Figure 1. Sequential cells grouped by signal name.
Scale bar: 50 um.
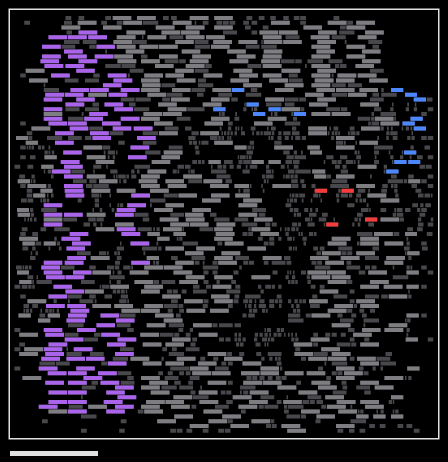
Figure 2. Metal layers overlaid.
Scale bar: 50 um. Two of the layers only.
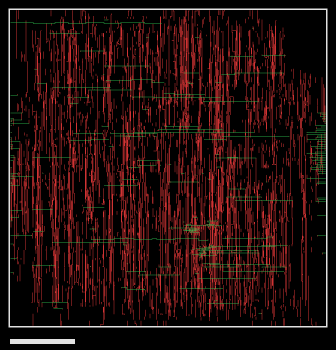
===== src/rtl/known_ch_table.sv =====
// Cluster-head table: collects CH advertisements for the current heartbeat round
// and, after each advertisement, scans the table to select the best cluster head.
module known_ch_table #(
  parameter int WORD_WIDTH = 16,
  parameter int CH_DEPTH   = 8
) (
  input  logic                        clk,
  input  logic                        rst,
  input  logic                        en_KCH,
  input  logic                        HB_reset,
  input  logic [WORD_WIDTH-1:0]       HB_CHlimit,
  input  logic [WORD_WIDTH-1:0]       fCH_ID,
  input  logic [WORD_WIDTH-1:0]       fCH_Hops,
  input  logic [WORD_WIDTH-1:0]       fCH_QValue,
  output logic                        kch_ready,
  output logic [WORD_WIDTH-1:0]       chosenCH,
  output logic [WORD_WIDTH-1:0]       hopsfromCH,
  output logic [WORD_WIDTH-1:0]       chosenQValue,
  output logic                        choice_valid,
  output logic [$clog2(CH_DEPTH):0]   ch_count,
  output logic                        table_full,
  output logic [1:0]                  fsm_state
);

  // Handshake: an advertisement on fCH_* is taken on a rising edge where
  // en_KCH=1 and kch_ready=1; en_KCH while kch_ready=0 is dropped, not queued.

  localparam int IW = $clog2(CH_DEPTH);
  localparam int CW = IW + 1;
  localparam logic [WORD_WIDTH-1:0] ALL_ONES = '1;

  typedef enum logic [1:0] {IDLE, UPDATE, SCAN, DONE} state_t;

  state_t state, state_nxt;

  logic [WORD_WIDTH-1:0] id_mem  [CH_DEPTH];
  logic [WORD_WIDTH-1:0] hop_mem [CH_DEPTH];
  logic [WORD_WIDTH-1:0] q_mem   [CH_DEPTH];

  logic [WORD_WIDTH-1:0] adv_id, adv_hops, adv_q;
  logic [CW-1:0]         limit, lim_in;
  logic [IW-1:0]         scan_idx;
  logic                  best_valid;
  logic [WORD_WIDTH-1:0] best_id, best_hops, best_q;

  logic                  hit;
  logic [IW-1:0]         hit_idx;
  logic                  mem_we;
  logic [IW-1:0]         mem_idx;
  logic [WORD_WIDTH-1:0] cur_id, cur_hops, cur_q;
  logic                  better, scan_last;

  assign kch_ready  = (state == IDLE);
  assign table_full = (ch_count == limit);
  assign fsm_state  = state;

  assign lim_in = (HB_CHlimit >= WORD_WIDTH'(CH_DEPTH)) ? CW'(CH_DEPTH)
                                                         : HB_CHlimit[CW-1:0];

  // First stored entry whose ID equals the latched advertisement.
  always_comb begin
    hit     = 1'b0;
    hit_idx = '0;
    for (int i = 0; i < CH_DEPTH; i++) begin
      if (!hit && (CW'(i) < ch_count) && (id_mem[i] == adv_id)) begin
        hit     = 1'b1;
        hit_idx = IW'(i);
      end
    end
  end

  assign mem_we  = (state == UPDATE) && !rst && !HB_reset && (hit || (ch_count < limit));
  assign mem_idx = hit ? hit_idx : ch_count[IW-1:0];

  assign cur_id    = id_mem[scan_idx];
  assign cur_hops  = hop_mem[scan_idx];
  assign cur_q     = q_mem[scan_idx];
  // Strict comparison keeps the earlier index on a full tie.
  assign better    = !best_valid || (cur_q > best_q) ||
                     ((cur_q == best_q) && (cur_hops < best_hops));
  assign scan_last = (ch_count == '0) || ({1'b0, scan_idx} == (ch_count - 1'b1));

  always_comb begin
    state_nxt = state;
    case (state)
      IDLE:    if (en_KCH) state_nxt = UPDATE;
      UPDATE:  state_nxt = SCAN;
      SCAN:    if (scan_last) state_nxt = DONE;
      DONE:    state_nxt = IDLE;
      default: state_nxt = IDLE;
    endcase
    if (HB_reset) state_nxt = IDLE;
  end

  always_ff @(posedge clk) begin
    if (mem_we) begin
      id_mem[mem_idx]  <= adv_id;
      hop_mem[mem_idx] <= adv_hops;
      q_mem[mem_idx]   <= adv_q;
    end
  end

  always_ff @(posedge clk) begin
    if (rst || HB_reset) begin
      state        <= IDLE;
      ch_count     <= '0;
      limit        <= rst ? '0 : lim_in;
      chosenCH     <= ALL_ONES;
      hopsfromCH   <= ALL_ONES;
      chosenQValue <= '0;
      choice_valid <= 1'b0;
      scan_idx     <= '0;
      best_valid   <= 1'b0;
    end else begin
      state        <= state_nxt;
      choice_valid <= 1'b0;
      case (state)
        IDLE: begin
          if (en_KCH) begin
            adv_id   <= fCH_ID;
            adv_hops <= fCH_Hops;
            adv_q    <= fCH_QValue;
          end
        end
        UPDATE: begin
          if (!hit && (ch_count < limit)) ch_count <= ch_count + 1'b1;
          scan_idx   <= '0;
          best_valid <= 1'b0;
        end
        SCAN: begin
          if ((ch_count != '0) && better) begin
            best_valid <= 1'b1;
            best_id    <= cur_id;
            best_hops  <= cur_hops;
            best_q     <= cur_q;
          end
          if (!scan_last) scan_idx <= scan_idx + 1'b1;
        end
        DONE: begin
          choice_valid <= 1'b1;
          if (best_valid) begin
            chosenCH     <= best_id;
            hopsfromCH   <= (best_hops == ALL_ONES) ? ALL_ONES : best_hops + 1'b1;
            chosenQValue <= best_q;
          end else begin
            chosenCH     <= ALL_ONES;
            hopsfromCH   <= ALL_ONES;
            chosenQValue <= '0;
          end
        end
        default: ;
      endcase
    end
  end

endmodule


===== config.mk =====
export PLATFORM = sky130hd
export DESIGN_NAME = known_ch_table
export DESIGN_NICKNAME = d
export VERILOG_FILES = /design/src/rtl/known_ch_table.sv
export SDC_FILE = /design/constraint.sdc
export NUM_CORES = 1
export LEC_CHECK = 0
export CELL_PAD_IN_SITES_DETAIL_PLACEMENT = 0
export CELL_PAD_IN_SITES_GLOBAL_PLACEMENT = 2
export CORE_MARGIN = 2
export CORE_UTILIZATION = 40
export DETAILED_ROUTE_END_ITERATION = 16
export PLACE_DENSITY_LB_ADDON = 0.1
export SLEW_MARGIN = 25
export SYNTH_ARGS = -nofsm -noshare
export SYNTH_HDL_FRONTEND = slang
export SYNTH_SLANG_ARGS = --single-unit
export TNS_END_PERCENT = 10

===== constraint.sdc =====
create_clock -name clk -period 7.85 [get_ports clk]
set_input_delay 0.785 -clock clk [delete_from_list [all_inputs] [get_ports clk]]
set_output_delay 0.785 -clock clk [all_outputs]
set_load 0.01 [all_outputs]

==> results.toml <==
# implementation run metrics
[hold_path]
min_path_type = "reg -> reg"
whs_endpoint = "chosenCH[12]"
holdPathStages = 2
worstHoldStart = "best_id[12]"

[setup_path]
cp-end-kind = "flop"
critical_path_peak_fanout = 38
reg2reg_depth = 13
rr_endpoint = "best_valid"
worstSetupPathType = "reg -> reg"
arrival_ns = 5.15
critPathCapture = "best_valid"
rrSetupSlack_ns = 3.19
worstSetupStartpointType = "flop"
cp.required_ns = 8.35

[yosys]
post_synth_instance_area_sq_um = 22760
flop_cell = "edfxtp_1"
async_flop_share_pct = 0
fp_nets = 1459
yosys-stat-area_sq_um = 22760
ys_cells = 1347
synth.avg_cell_area_sq_um = 16.90
ys_seq_share_pct = 69.31
ys_types = 63
numSynthFlops = 546
synthCells = 1347
synth_warnings = 0
synth-edff-count = 484

[clocking]
cts_resized = 0
path_clk_slew_ns = 0.06
cts_tree = "yes"
numCtsBuffers = 58
postCtsSetupBuffers = 0
hold_buffers = 0
clockBufferDepth = 3
htree_num_levels = 2
clock_sinks = 546
cts_root_buffer = "clkbuf_16"
clock_latency_ns = 0.62

[drt]
drtPass1Iterations = 5
wl_per_cell_um = 25.34
viasPerCell = 5.271
wl_um = 58120
vias = 12090
route.detailed.drc = 0
drtIter0Drc = 933
ant_nets = 0

[grt]
grt_pass1_vias = 12380
grt_start_max_net_pins = 51
grt_first_pass_wirelength_um = 85500
grt_overflow_total = 0
grt_util_all_layers_pct = 19.94
antenna_found_initial = 1

[status]
status = "finished, final reports clean"

[final_timing]
finalWorstSetupSlack_ns = 3.192
fmax_ghz = 0.2147
max_slew_margin_pct = 35.48
clock_skew_ns = 0.02681
rsz0062_at_grt = "no"
fin_setup_tns_ns = 0
setup-violations-final = 0
finalCriticalPeriod_ns = 4.658
fin_crit_sh_pct = 59.34
slew_viol_final = 0
hold_violations = 0
worst_pin_slew_ns = 0.9655

[final_layout]
drive_gt1_share_pct = 17.44
nets = 1603
final_cell_mix = "edfxtp_1, clkdlybuf4s50_1, mux4_2, xnor2_1, xor2_1"
lay_top_count = "edfxtp_1"
finalNonFillerCells = 2294
area_growth_pct = 17.67

[power_and_ir_drop]
leakage_nw = 8.557
ir_worst_vdd_uv = 162.8
power_w = 0.005935
powerDensity_nw_per_um2 = 221.6

[place]
placedCellCount = 2186
dp_slack_ns = 2.990
gp_congestion = 0.8520
hpwlAfterDp_um = 37260
port_buffers = 124

[floorplan]
core-area_sq_um = 56280
dieHeight_um = 242.5
chipWidth_um = 242.5
io_pins = 125
num_rows = 87
fp-utilization_pct = 40.45
die_area_sq_um = 58830

[run]
drv_cap = 0
warning_count = 31
Back to the opening pictures, Figure 1:
`hopsfromCH` -> blue  # sequential cells 16
`q_mem` -> purple  # sequential cells 128, where a column on the left
`ch_count` -> red  # sequential cells 4, where right middle
Seq/total area: 58.93%
seq pwr: 0.00318 W
fin util: 47.59%

Back to the opening pictures, Figure 2:
metal 3 -> green  # wire length 2620 um
metal 2 -> red  # wire length 27.5 mm

[per-layer routing]
layer / vias up / share of wire [%] / global-route usage (%)
li1: 5523 / - / -
met4: 0 / 2.0 / 4.847
met2: 301 / 47 / 32.31
met5: - / 0 / 0
met1: 6190 / 46 / 28.08
met3: 78 / 4.5 / 3.478
[layout make-up]
cell class	count	area, sq um
multi-input combinational	694	6618
timing repair buffer	146	1446
clock inverter	24	216.5
tap	756	945.9
inverter	45	168.9
clock buffer	82	1603
sequential	546	15780
antenna	1	2.502
fill	4852	29490
[synthesized netlist by cell type, types with 2 or more instances]
cell       count  area (sq um)
nor4_1        24         150.1
and3_1         5         31.28
a2111oi_0      2         17.52
and2_1         5         31.28
inv_1         44         165.2
nor3_1        17         85.08
a21o_1         8         60.06
buf_6          2         22.52
o211ai_1       3         22.52
o21a_1         4         30.03
buf_4          3         22.52
nor2b_1       20         125.1
mux2i_1        3         30.03
buf_2         11         55.05
ha_1          44         550.5
clkbuf_1      33         123.9
nand2b_1       5         31.28
buf_1         13         48.80
a311oi_1       2         17.52
mux2_2        48         540.5
xnor2_1       77         674.4
o21ai_0       10         50.05
o22ai_1       32         200.2
or3_1          4         25.02
nor2_1        49         183.9
or2_2          2         12.51
nand3_1       15         75.07
a31oi_1        4         25.02
and4_1         4         35.03
edfxtp_1     484         14530
dfxtp_1       62          1241
nor4b_1        2         17.52
xor2_2         2         32.53
mux4_2        96          2162
nand4_1       30         187.7
nand2_1       60         225.2
nor3b_1        2         15.01
a21oi_1       29         145.1
xor2_1        63         551.8
[state kept, by name, summed over array words and instances (netlist names), named ones only]
| signal | flops |
|---|---|
| hop_mem | 128 |
| id_mem | 128 |
| q_mem | 128 |
| adv_hops | 16 |
| adv_id | 16 |
| adv_q | 16 |
| best_hops | 16 |
| best_id | 16 |
| best_q | 16 |
| chosenCH | 16 |
| chosenQValue | 16 |
| hopsfromCH | 16 |
| ch_count | 4 |
| limit | 4 |
| scan_idx | 3 |
| fsm_state | 2 |
| best_valid | 1 |
| choice_valid | 1 |
[metrics by stage]
stage | util (%) | hold slack (ns) | area [sq um]
floorplan | - | 0.4480 | 22760
global placement | 44.28 | 0.4483 | 24920
detailed placement | 44.31 | 0.4544 | 24940
CTS | 47.54 | 0.4688 | 26750
global route | 47.59 | 0.4826 | 26780
finish | 47.59 | 0.4672 | 26780
[kinds of logic (layout without fill, tap and decap cells)]
kind of cell,after synthesis,in the layout,share of synthesized area (%)
adders and majority gates,44,44,2.419
and+or+nand+nor,254,254,5.816
buffers and inverters,107,297,1.940
AOI/OAI and AO/OA,107,107,2.985
DFF,546,546,69.31
muxes,147,147,12.01
other,0,1,0
xor gates and xnor gates,142,142,5.530
[power breakdown]
group / switching (W) / total (W) / internal, W
logic: 0.0000543 / 0.000109 / 0.0000549
registers: 0.0000248 / 0.00318 / 0.00315
clock network: 0.00113 / 0.00265 / 0.00152
[critical path: stages (launching register included)]
cell     delay, ns
dfxtp_2       0.89
buf_4         0.62
mux4_2        0.39
mux2_2        0.30
ha_1          0.29
nor2b_1       0.13
o21a_1        0.16
o21a_1        0.17
o21ai_0       0.14
a21oi_1       0.12
nor4_1        0.58
nor3_2        0.13
buf_4         0.29
a31o_2        0.27
Power is estimated from default activity; no workload was simulated.
